Fig. 1: wires at chosen ports, followed through buffers
Drawn at 4 px/um.
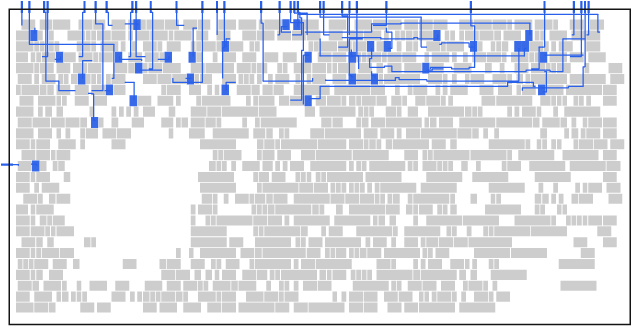
Fig. 2: placement view
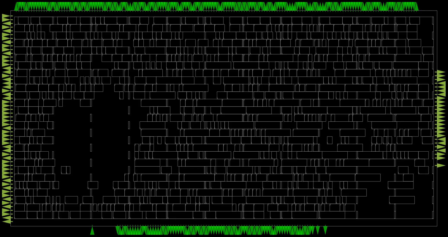
Fig. 3: sequential cells grouped by signal name
Drawn at 4 px/um.
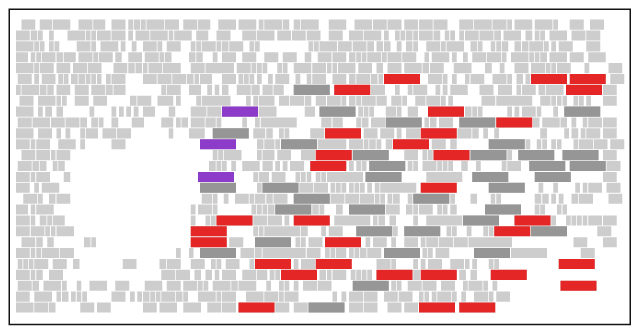
Fig. 4: metal layers overlaid
Drawn at 3 px/um. Two of the layers only.
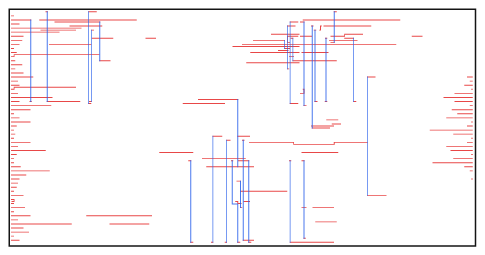
Fig. 5: wiring heat map
Drawn at 3 px/um. 31 x 16 tiles, from dark blue (low) to red (high), scaled to the fullest tile. Values are wire area over tile area, all layers added.
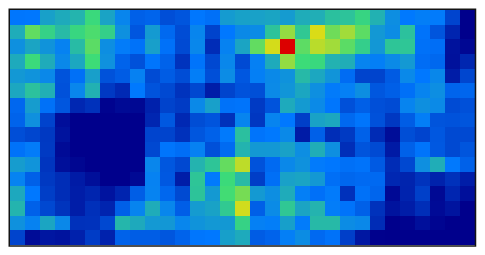
$ cat config.mk
export PLATFORM = sky130hd
export DESIGN_NAME = alu_share_arbiter
export DESIGN_NICKNAME = d
export VERILOG_FILES = /design/src/rtl/alu_share_arbiter.sv
export SDC_FILE = /design/constraint.sdc
export NUM_CORES = 1
export LEC_CHECK = 0
export ABC_AREA = 1
export CORE_ASPECT_RATIO = 0.5
export CORE_UTILIZATION = 33
export CTS_CLUSTER_SIZE = 24
export DETAILED_ROUTE_END_ITERATION = 10
export PLACE_DENSITY = 0.82
export SLEW_MARGIN = 25
export SYNTH_ARGS = -nofsm -noshare
export SYNTH_HDL_FRONTEND = slang
export SYNTH_SLANG_ARGS = --single-unit
$ cat constraint.sdc
create_clock -name clk -period 3.6 [get_ports clk]
set_clock_uncertainty 0.2 [all_clocks]
set_input_delay 0.72 -clock clk [delete_from_list [all_inputs] [get_ports clk]]
set_output_delay 0.72 -clock clk [all_outputs]
set_load 0.02 [all_outputs]
$ cat src/rtl/alu_share_arbiter.sv
// Two-requester arbiter in front of one shared combinational ALU.
// Define ALU_ARB_RR_EN for round-robin; default is fixed priority with starvation guard.
module alu_share_arbiter #(
  parameter int DATA_W     = 32,
  parameter int STARVE_MAX = 7
) (
  input  logic              clk,
  input  logic              rst,

  input  logic              req0_valid,
  output logic              req0_ready,
  input  logic [DATA_W-1:0] req0_op1,
  input  logic [DATA_W-1:0] req0_op2,
  input  logic [2:0]        req0_funct3,
  input  logic [1:0]        req0_aluop,
  input  logic              req0_inst30,

  input  logic              req1_valid,
  output logic              req1_ready,
  input  logic [DATA_W-1:0] req1_op1,
  input  logic [DATA_W-1:0] req1_op2,
  input  logic [2:0]        req1_funct3,
  input  logic [1:0]        req1_aluop,
  input  logic              req1_inst30,

  output logic [DATA_W-1:0] alu_op1,
  output logic [DATA_W-1:0] alu_op2,
  output logic [2:0]        alu_funct3,
  output logic [1:0]        alu_aluop,
  output logic              alu_inst30,
  input  logic [DATA_W-1:0] alu_result,
  input  logic              alu_branch,

  output logic              rsp0_valid,
  input  logic              rsp0_ready,
  output logic [DATA_W-1:0] rsp0_result,
  output logic              rsp0_branch,

  output logic              rsp1_valid,
  input  logic              rsp1_ready,
  output logic [DATA_W-1:0] rsp1_result,
  output logic              rsp1_branch,

  output logic [1:0]        grant_id
);

  logic              elig0, elig1;
  logic              gnt0, gnt1;

  logic              rsp0_valid_q, rsp1_valid_q;
  logic [DATA_W-1:0] rsp0_result_q, rsp1_result_q;
  logic              rsp0_branch_q, rsp1_branch_q;

`ifdef ALU_ARB_RR_EN
  logic ptr_q, ptr_d;
`else
  localparam logic [2:0] SMAX = 3'(STARVE_MAX);
  logic [2:0] starve_q, starve_d;
`endif

  // A slot is free if empty or being drained this cycle.
  always_comb begin
    elig0 = !rst && req0_valid && (!rsp0_valid_q || rsp0_ready);
    elig1 = !rst && req1_valid && (!rsp1_valid_q || rsp1_ready);
`ifdef ALU_ARB_RR_EN
    gnt1  = elig1 && (!elig0 || ptr_q);
`else
    gnt1  = elig1 && (!elig0 || (starve_q == SMAX));
`endif
    gnt0  = elig0 && !gnt1;
  end

`ifdef ALU_ARB_RR_EN
  always_comb begin
    ptr_d = ptr_q;
    if (gnt0)
      ptr_d = 1'b1;
    else if (gnt1)
      ptr_d = 1'b0;
  end

  always_ff @(posedge clk or posedge rst) begin
    if (rst)
      ptr_q <= 1'b0;
    else
      ptr_q <= ptr_d;
  end
`else
  always_comb begin
    starve_d = 3'd0;
    if (elig1 && !gnt1)
      starve_d = starve_q + 3'd1;
  end

  always_ff @(posedge clk or posedge rst) begin
    if (rst)
      starve_q <= 3'd0;
    else
      starve_q <= starve_d;
  end
`endif

  always_comb begin
    alu_op1    = '0;
    alu_op2    = '0;
    alu_funct3 = 3'd0;
    alu_aluop  = 2'd0;
    alu_inst30 = 1'b0;
    unique case (1'b1)
      gnt0: begin
        alu_op1    = req0_op1;
        alu_op2    = req0_op2;
        alu_funct3 = req0_funct3;
        alu_aluop  = req0_aluop;
        alu_inst30 = req0_inst30;
      end
      gnt1: begin
        alu_op1    = req1_op1;
        alu_op2    = req1_op2;
        alu_funct3 = req1_funct3;
        alu_aluop  = req1_aluop;
        alu_inst30 = req1_inst30;
      end
      default: ;
    endcase
  end

  always_ff @(posedge clk or posedge rst) begin
    if (rst) begin
      rsp0_valid_q  <= 1'b0;
      rsp0_result_q <= '0;
      rsp0_branch_q <= 1'b0;
    end else if (gnt0) begin
      rsp0_valid_q  <= 1'b1;
      rsp0_result_q <= alu_result;
      rsp0_branch_q <= alu_branch;
    end else if (rsp0_ready) begin
      rsp0_valid_q  <= 1'b0;
    end
  end

  always_ff @(posedge clk or posedge rst) begin
    if (rst) begin
      rsp1_valid_q  <= 1'b0;
      rsp1_result_q <= '0;
      rsp1_branch_q <= 1'b0;
    end else if (gnt1) begin
      rsp1_valid_q  <= 1'b1;
      rsp1_result_q <= alu_result;
      rsp1_branch_q <= alu_branch;
    end else if (rsp1_ready) begin
      rsp1_valid_q  <= 1'b0;
    end
  end

  assign req0_ready  = gnt0;
  assign req1_ready  = gnt1;
  assign grant_id    = {gnt1, gnt0};

  assign rsp0_valid  = rsp0_valid_q;
  assign rsp0_result = rsp0_result_q;
  assign rsp0_branch = rsp0_branch_q;
  assign rsp1_valid  = rsp1_valid_q;
  assign rsp1_result = rsp1_result_q;
  assign rsp1_branch = rsp1_branch_q;

endmodule

==> metrics.log <==
[flow] collecting metrics
INFO  metric status = finished clean
INFO  metric grtUsageMet3 = under 10%
INFO  metric crit-reg2reg-capture = rsp0_result[5]$_DFFE_PP0N_
INFO  metric remaining_drc_errors = 0
INFO  metric yosys.area_share.aoi = less than 1%
INFO  metric final.min_clock_period = ~3.5 ns
INFO  metric synth-xor-area-share = 0%
INFO  metric inverters_excl_clock = 12
INFO  metric cp-end-kind = output port
INFO  metric post_dp_cell_area = 7219 um2
INFO  metric synth.yosys.chip_area = approximately 3900 um2
INFO  metric cpPeakStageDelay = 0.64 ns
INFO  metric worst_r2r_path_depth = 9
INFO  metric worst_hold_startpoint = starve_q[0]$_DFF_PP0_
INFO  metric final_layout_size_suffix_gt1_share = 5.390%
INFO  metric setup_total_negative_slack = 0 ns
INFO  metric most_frequent_logic_cell_in_the_layout = sky130_fd_sc_hd__nand2_1
INFO  metric detailedPlacementHpwl = 12.21 mm
INFO  metric detail_route.wirelength.met1 = between 6 and 7 mm
INFO  metric largest_area_cell = sky130_fd_sc_hd__dfrtp_1
INFO  metric synth.yosys.seq_area_share = between 40% and 50%
INFO  metric antenna_cells = 0
INFO  metric static-leakage-power = 4.590 nW
INFO  metric nFillCells = 838
INFO  metric syn2layout_area_growth = 99.03%
INFO  metric io_pins = ~320
INFO  metric ctsHtreeMaxLevel = 3
INFO  metric root_buffer = sky130_fd_sc_hd__clkbuf_16
INFO  metric ys_top_cells_by_count = sky130_fd_sc_hd__nand2_1, sky130_fd_sc_hd__nand3_1, sky130_fd_sc_hd__dfrtp_1, sky130_fd_sc_hd__buf_2, sky130_fd_sc_hd__inv_1
INFO  metric mappedNetlistNets = ~730
INFO  metric openroad.warnings = 27
INFO  metric grt_antenna_before_repair = 0
INFO  metric met2_use_gr = 43.06%
INFO  metric dominant-cell-class = non-clock buffers
INFO  metric first_global_vias = between 4k and 5k
INFO  metric buffers = between 300 and 400
INFO  metric setup_slack = 0.1463 ns
INFO  metric met1_usage_in_global_routing = between 30% and 40%
INFO  metric numCtsBuffers = 9
INFO  metric resized_gates_after_cts = 16
INFO  metric timing.final.max_slew_violations = 0
INFO  metric cap_viol_max_count = 0
INFO  metric timing.critical_path.max_delay_family = buffers and inverters
INFO  metric ys_sh_adder = 0.6487%
INFO  metric n_multi_input_combinational_cell = 428
INFO  metric grt_pass1_wl = 24.54 mm
INFO  metric clock.fmax = between 200 and 300 MHz
INFO  metric unrepaired_setup_endpoints_after_global_routing = no
INFO  metric whs_endpoint = starve_q[0]$_DFF_PP0_
INFO  metric cts.reportedPaths.clkPinSlew = approximately 0.050 ns
INFO  metric placed_cells_incl_taps = roughly 1k
INFO  metric setup_viol = 0
INFO  metric hold_depth = 1
INFO  metric comb_area_share = 23.06%
INFO  metric topCombFamilyByArea = simple AND/OR/NAND/NOR gates
INFO  metric synth_largest_type_area_fraction = between 40 and 50%
INFO  metric clkLatencyLatePin = approximately 0.32 ns
INFO  metric floorplan.die.height = between 70 and 80 um
INFO  metric worst_ep_arrival_time = 2.53 ns
INFO  metric max-slew-margin-rel = around 40%
INFO  metric area.sequential = approximately 1800 um2
INFO  metric numClockSinks = around 70
INFO  metric util_after_layout = between 60% and 70%
INFO  metric dominant_synthesized_flop_cell = sky130_fd_sc_hd__dfrtp_1
INFO  metric most-common-layout-cells = sky130_fd_sc_hd__nand2_1, sky130_fd_sc_hd__clkdlybuf4s50_1, sky130_fd_sc_hd__nand3_1
INFO  metric post_synth_num_cell_types = 14
INFO  metric final_nets = 1048
INFO  metric yosysWarnings = 0
INFO  metric grt_max_degree = between 70 and 80
INFO  metric p_total = around 3.1 mW
INFO  metric routed.top_layer = met4
INFO  metric top_cell = sky130_fd_sc_hd__nand2_1
INFO  metric synthCells = approximately 550
INFO  metric core_util_floorplan = approximately a third
INFO  metric post_drt_wl_per_cell = approximately 16 um
INFO  metric critical_path_required = 2.68 ns
Back to the opening pictures, Fig. 1:
legend:
  req0_op1:
    color: blue
    direction: input
    edge: 31 north, 1 west
    end_cells: 32
    buffers: 32
    wire: 1060 um

Back to the opening pictures, Fig. 2:
standard-cell row count: 27
Finished Layout Cells: 1031
flip-flop and latch share of the layout cell area: 23.14%
number of well-tap cells placed: 159

Back to the opening pictures, Fig. 3:
legend:
  starve_q:
    color: purple
    sequential_cells: 3
  rsp1_result:
    color: red
    sequential_cells: 32
not colored: 36

Back to the opening pictures, Fig. 4:
legend:
  metal 3:
    color: red
    wire_length: 1020 um
  metal 4:
    color: blue
    wire_length: 624 um

Back to the opening pictures, Fig. 5:
fullest tile: 0.94
mean over tiles: 0.22
tiles over half the peak: 4.4%
nearly empty tiles: 8.7%

## sequential cells by signal, indices dropped and copies added, names as in the netlist
name         count
rsp0_valid       1
rsp1_valid       1
starve_q         3
rsp0_branch      1
rsp1_branch      1
rsp1_result     32
rsp0_result     32
## how the worst max path moves through the flow
| stage | endpoint | depth (start not counted) | from |
|---|---|---|---|
| floorplan | alu_aluop[0] | 9 | rst |
| detailed placement | alu_op2[20] | 10 | rst |
| global placement | alu_funct3[2] | 10 | rst |
| CTS | alu_op1[19] | 10 | rst |
| global route | grant_id[1] | 8 | rst |
| finish | grant_id[1] | 8 | rst |
## report_power, final
part | internal [mW] | leakage, nW | switching, mW
combinational | 0.580 | 3.54 | 0.586
sequential | 0.931 | 0.893 | 0.0762
clock | 0.607 | 0.152 | 0.340
total | 2.12 | 4.59 | 1.00
No activity file was given, so power comes from the tool's default toggle rates.
